Figure 1. Supply network.
(2 px per um) Pins as bars on the die edge.
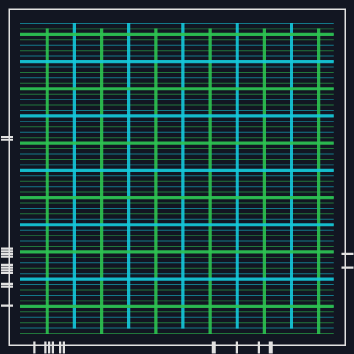
Figure 2. Placement by cell class.
(1.5 px per um) Fill, decap, tap and diode cells in gray.
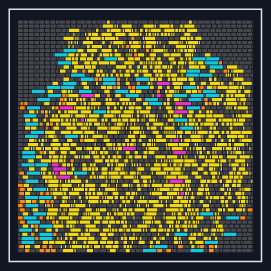
Figure 3. Clock wires, drivers and flops.
(3 px per um)
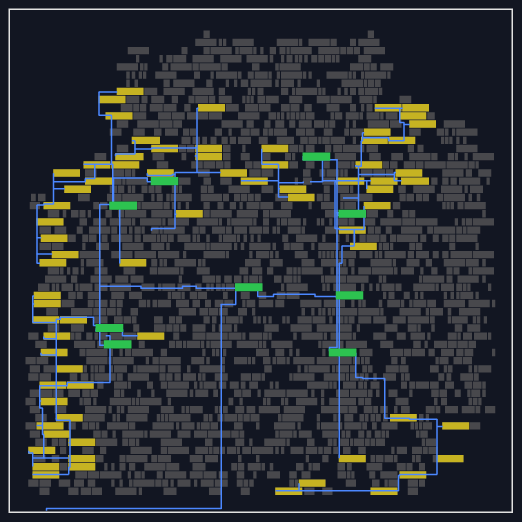
Figure 4. Metal layers overlaid.
(2 px per um) Only two layers are drawn.
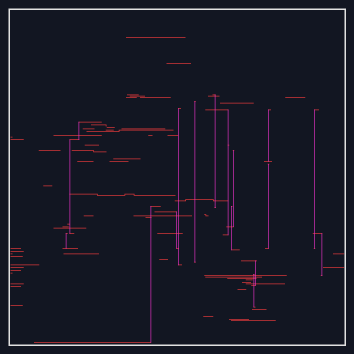
[src/rtl/fir_pkg.sv]
// fir_pkg: shared mode encoding and accumulator sizing for fir_filter
package fir_pkg;
    typedef enum logic {LOAD = 1'b0, RUN = 1'b1} mode_e;
    function automatic int acc_width(int data_w, int coef_w, int taps);
        return data_w + coef_w + $clog2(taps);
    endfunction
endpackage

[src/rtl/fir_filter_if.sv]
// fir_filter_if: sample stream, coefficient load path and filtered output
interface fir_filter_if #(
    parameter int DATA_W = 8,
    parameter int COEF_W = 8,
    parameter int OUT_W  = 8
);
    logic              load_sw;
    logic [DATA_W-1:0] data_in;
    logic [COEF_W-1:0] coff_in;
    logic [OUT_W-1:0]  data_out;
    modport master (output load_sw, data_in, coff_in, input data_out);
    modport slave  (input load_sw, data_in, coff_in, output data_out);
endinterface

[src/rtl/fir_tap.sv]
// fir_tap: one coefficient and one sample register with shift enables, plus their product
module fir_tap #(
    parameter int DATA_W = 8,
    parameter int COEF_W = 8
) (
    input  logic                     clk,
    input  logic                     rst,
    input  logic                     coef_en,
    input  logic                     x_en,
    input  logic [COEF_W-1:0]        coef_d,
    input  logic [DATA_W-1:0]        x_d,
    output logic [COEF_W-1:0]        coef_q,
    output logic [DATA_W-1:0]        x_q,
    output logic [DATA_W+COEF_W-1:0] prod
);
    localparam int P_W = DATA_W + COEF_W;
    always_ff @(posedge clk or posedge rst)
        if (rst) begin
            coef_q <= '0;
            x_q    <= '0;
        end else begin
            if (coef_en) coef_q <= coef_d;
            if (x_en) x_q <= x_d;
        end
    assign prod = P_W'(coef_q) * P_W'(x_q);
endmodule

[src/rtl/fir_filter.sv]
// fir_filter: direct-form FIR with serially loaded coefficients; FIR_ROUND_EN selects round-half-up with saturation
module fir_filter
    import fir_pkg::*;
#(
    parameter int DATA_W = 8,
    parameter int TAPS   = 4,
    parameter int COEF_W = 8,
    parameter int OUT_W  = 8
) (
    input logic       clk,
    input logic       rst,
    fir_filter_if.slave bus
);
    localparam int ACC_W = acc_width(DATA_W, COEF_W, TAPS);
    localparam int SH    = ACC_W - OUT_W;
    localparam int P_W   = DATA_W + COEF_W;
    mode_e mode;
    logic run;
    logic [COEF_W-1:0] coef_q [TAPS];
    logic [DATA_W-1:0] x_q [TAPS];
    logic [P_W-1:0] prod [TAPS];
    logic [ACC_W-1:0] acc;
    logic [OUT_W-1:0] res;
    logic [OUT_W-1:0] data_q;
    assign mode = mode_e'(bus.load_sw);
    assign run  = mode == RUN;
    for (genvar i = 0; i < TAPS; i++) begin : g_tap
        logic [COEF_W-1:0] coef_d;
        logic [DATA_W-1:0] x_d;
        if (i == 0) begin : g_head
            assign coef_d = bus.coff_in;
            assign x_d    = bus.data_in;
        end else begin : g_body
            assign coef_d = coef_q[i-1];
            assign x_d    = x_q[i-1];
        end
        fir_tap #(.DATA_W(DATA_W), .COEF_W(COEF_W)) u_tap (
            .clk(clk), .rst(rst), .coef_en(!run), .x_en(run),
            .coef_d(coef_d), .x_d(x_d),
            .coef_q(coef_q[i]), .x_q(x_q[i]), .prod(prod[i])
        );
    end
    always_comb begin
        acc = '0;
        for (int k = 0; k < TAPS; k++) acc = acc + ACC_W'(prod[k]);
    end
`ifdef FIR_ROUND_EN
    localparam logic [ACC_W:0] HALF = SH == 0 ? '0 : (ACC_W+1)'(1) << (SH == 0 ? 0 : SH - 1);
    logic [ACC_W:0] rnd;
    assign rnd = {1'b0, acc} + HALF;
    // a carry into bit ACC_W means the rounded value no longer fits OUT_W
    assign res = rnd[ACC_W] ? '1 : OUT_W'(rnd[ACC_W-1:0] >> SH);
`else
    assign res = OUT_W'(acc >> SH);
`endif
    always_ff @(posedge clk or posedge rst)
        if (rst) data_q <= '0;
        else if (run) data_q <= res;
    assign bus.data_out = data_q;
endmodule

[src/flat_wrapper.sv]
// flat-port wrapper written by rule: the top's interface ports become plain ports
module fir_filter_flat import fir_pkg::*;
#(
    parameter int DATA_W = 8,
    parameter int TAPS   = 4,
    parameter int COEF_W = 8,
    parameter int OUT_W  = 8
)
  (clk, rst, bus_load_sw, bus_data_in, bus_coff_in, bus_data_out);
  fir_filter_if #(.DATA_W(DATA_W), .COEF_W(COEF_W), .OUT_W(OUT_W)) bus_i ();
  input logic clk;
  input logic rst;
  input wire logic [$bits(bus_i.load_sw)-1:0] bus_load_sw;
  input wire logic [$bits(bus_i.data_in)-1:0] bus_data_in;
  input wire logic [$bits(bus_i.coff_in)-1:0] bus_coff_in;
  output wire logic [$bits(bus_i.data_out)-1:0] bus_data_out;
  assign bus_i.load_sw = bus_load_sw;
  assign bus_i.data_in = bus_data_in;
  assign bus_i.coff_in = bus_coff_in;
  assign bus_data_out = bus_i.data_out;
  fir_filter #(.DATA_W(DATA_W), .TAPS(TAPS), .COEF_W(COEF_W), .OUT_W(OUT_W)) u_core (.clk(clk), .rst(rst), .bus(bus_i));
endmodule
[config.mk]
export PLATFORM = sky130hd
export DESIGN_NAME = fir_filter_flat
export DESIGN_NICKNAME = d
export VERILOG_FILES = /design/src/rtl/fir_pkg.sv /design/src/rtl/fir_filter_if.sv /design/src/rtl/fir_tap.sv /design/src/rtl/fir_filter.sv /design/src/flat_wrapper.sv
export SDC_FILE = /design/constraint.sdc
export NUM_CORES = 1
export LEC_CHECK = 0
export CAP_MARGIN = 10
export CELL_PAD_IN_SITES_DETAIL_PLACEMENT = 0
export CELL_PAD_IN_SITES_GLOBAL_PLACEMENT = 1
export CORE_MARGIN = 5
export CORE_UTILIZATION = 52
export DETAILED_ROUTE_END_ITERATION = 8
export PLACE_DENSITY = 0.83
export SLEW_MARGIN = 20
export SYNTH_ARGS = -nofsm -noshare
export SYNTH_HDL_FRONTEND = slang
export SYNTH_HIERARCHICAL = 1
export SYNTH_SLANG_ARGS = --single-unit
[constraint.sdc]
create_clock -name clk -period 6.89 [get_ports clk]
set_input_delay 1.7225 -clock clk [delete_from_list [all_inputs] [get_ports clk]]
set_output_delay 1.7225 -clock clk [all_outputs]
set_load 0.02 [all_outputs]
==> impl_metrics.csv <==
group,metric,value,unit
status,status,"complete, no violations",
synthesis,ys.flop_type,"dfrtp_1",
clocking,clkTransAtPathRegs,0.06,ns
critical_path,cp.arrival,6.87,ns
global_routing,grt_antenna_before_repair,0,
final_timing,worst_slew_pin_slew,1.07,ns
critical_path,cp-end-kind,"flop",
synthesis,xor_share,3.00,%
global_routing,grt_start_max_net_pins,49,
synthesis,yosysTopAreaCellShare,27.3,%
floorplan,dieArea,28000,um^2
min_path,hold_depth,2,
critical_path,max_stage_delay,0.56,ns
synthesis,ys_cells,1361,
clocking,clock_sinks,72,
min_path,hp-start,"u_core/bus.data_out[6]$_DFFE_PP0P_",
synthesis,ys_sh_mux,5.69,%
final_timing,setup_viol,0,
synthesis,fp_nets,1714,
synthesis,aoi_share,8.54,%
routing,drc,0,
min_path,holdPathEnd,"u_core/bus.data_out[6]$_DFFE_PP0P_",
synthesis,enable_flop_cells,0,
min_path,min_path_type,"reg -> reg",
final_timing,fin_tns_setup,0,ns
clocking,ctsLongestPathBuffers,2,
final_timing,maxSlewHeadroom,28.5,%
critical_path,cpMaxStageDelayCell,"fa_1",
critical_path,crit_type,"reg -> reg",
run,tool_warnings,27,
cells_and_area,fin_nets,1787,
clocking,post_cts_buffers,0,
placement,gp_congestion,0.876,
placement,hpwlAfterDp,24500,um
run,cap_violations,0,
global_routing,grt_pass1_wl,50300,um
synthesis,netlist_instances,1361,
Back to the opening pictures, Figure 1:
green -> VSS
cyan -> VDD
met5 straps = 11
met4 straps = 11
rows = 57
core area: 24300 um^2
Die Y: 167 um
width of the die: 167 um

Back to the opening pictures, Figure 2:
yellow -> all other logic  # cells 1278
cyan -> flops  # cells 72
orange -> other buffers and delay cells  # cells 73
magenta -> clock drivers and dummy loads  # cells 16
flop share of the area: 12.7%
final instance area: 14300 um^2
Post-Route Utilization: 58.7%
row cnt: 57

Back to the opening pictures, Figure 3:
green -> cells driving clock nets  # count 9
blue -> clock wires  # length 1280 um
yellow -> flip-flops  # count 72
routed clock nets = 10
flops lie = spread over the die
Latency at later pin: 0.35 ns
Setup Skew: 0.00667 ns

Back to the opening pictures, Figure 4:
magenta -> met4  # wire length 674 um
red -> met3  # wire length 860 um
gr usage total: 22.1%
routed len/inst: 17.0 um

==> cell usage in the layout, fill, tap and decap left out, types with 13 or more instances in the layout <==
| cell type | count |
|---|---|
| a21oi_1 | 28 |
| clkdlybuf4s50_1 | 25 |
| mux2_2 | 64 |
| xor2_1 | 16 |
| nand2_1 | 95 |
| o21a_1 | 19 |
| fa_1 | 175 |
| xnor2_1 | 26 |
| inv_1 | 293 |
| and3_1 | 17 |
| ha_1 | 154 |
| buf_4 | 47 |
| nor2_1 | 31 |
| o21ai_0 | 13 |
| dfrtp_1 | 66 |
| and2_1 | 198 |
==> per-layer routing <==
layer	track usage [%]	up-vias	wire length, um
li1	-	4478	-
met5	0	-	0
met1	31.0	4674	13800
met2	37.3	153	14600
met4	5.61	0	673
met3	1.96	38	859
==> area by class of cell <==
class / count / area, um^2
Fill cell: 2140 / 10100
Tap cell: 324 / 405
Inverter: 295 / 1110
Clock buffer: 10 / 239
Multi-Input combinational cell: 983 / 10000
Sequential cell: 72 / 1810
Timing Repair Buffer: 73 / 608
Clock inverter: 6 / 75.1
==> registers in the layout (all words and copies together) (netlist names) <==
| name | count |
|---|---|
| u_core/g_tap.u_tap/coef_q | 32 |
| u_core/g_tap.u_tap/x_q | 32 |
| u_core/bus.data_out | 8 |
==> per-stage QoR <==
step | util (%) | cell area, um^2
after detailed placement | 56.8 | 13800
after global placement | 56.8 | 13800
final | 58.7 | 14300
after CTS | 58.1 | 14100
after global routing | 58.7 | 14300
after floorplan | - | 12900
==> worst min-delay path, stage by stage (launching register included) <==
cell and delay (ns):
dfrtp_1 0.34, nand2_1 0.05, o31ai_1 0.05
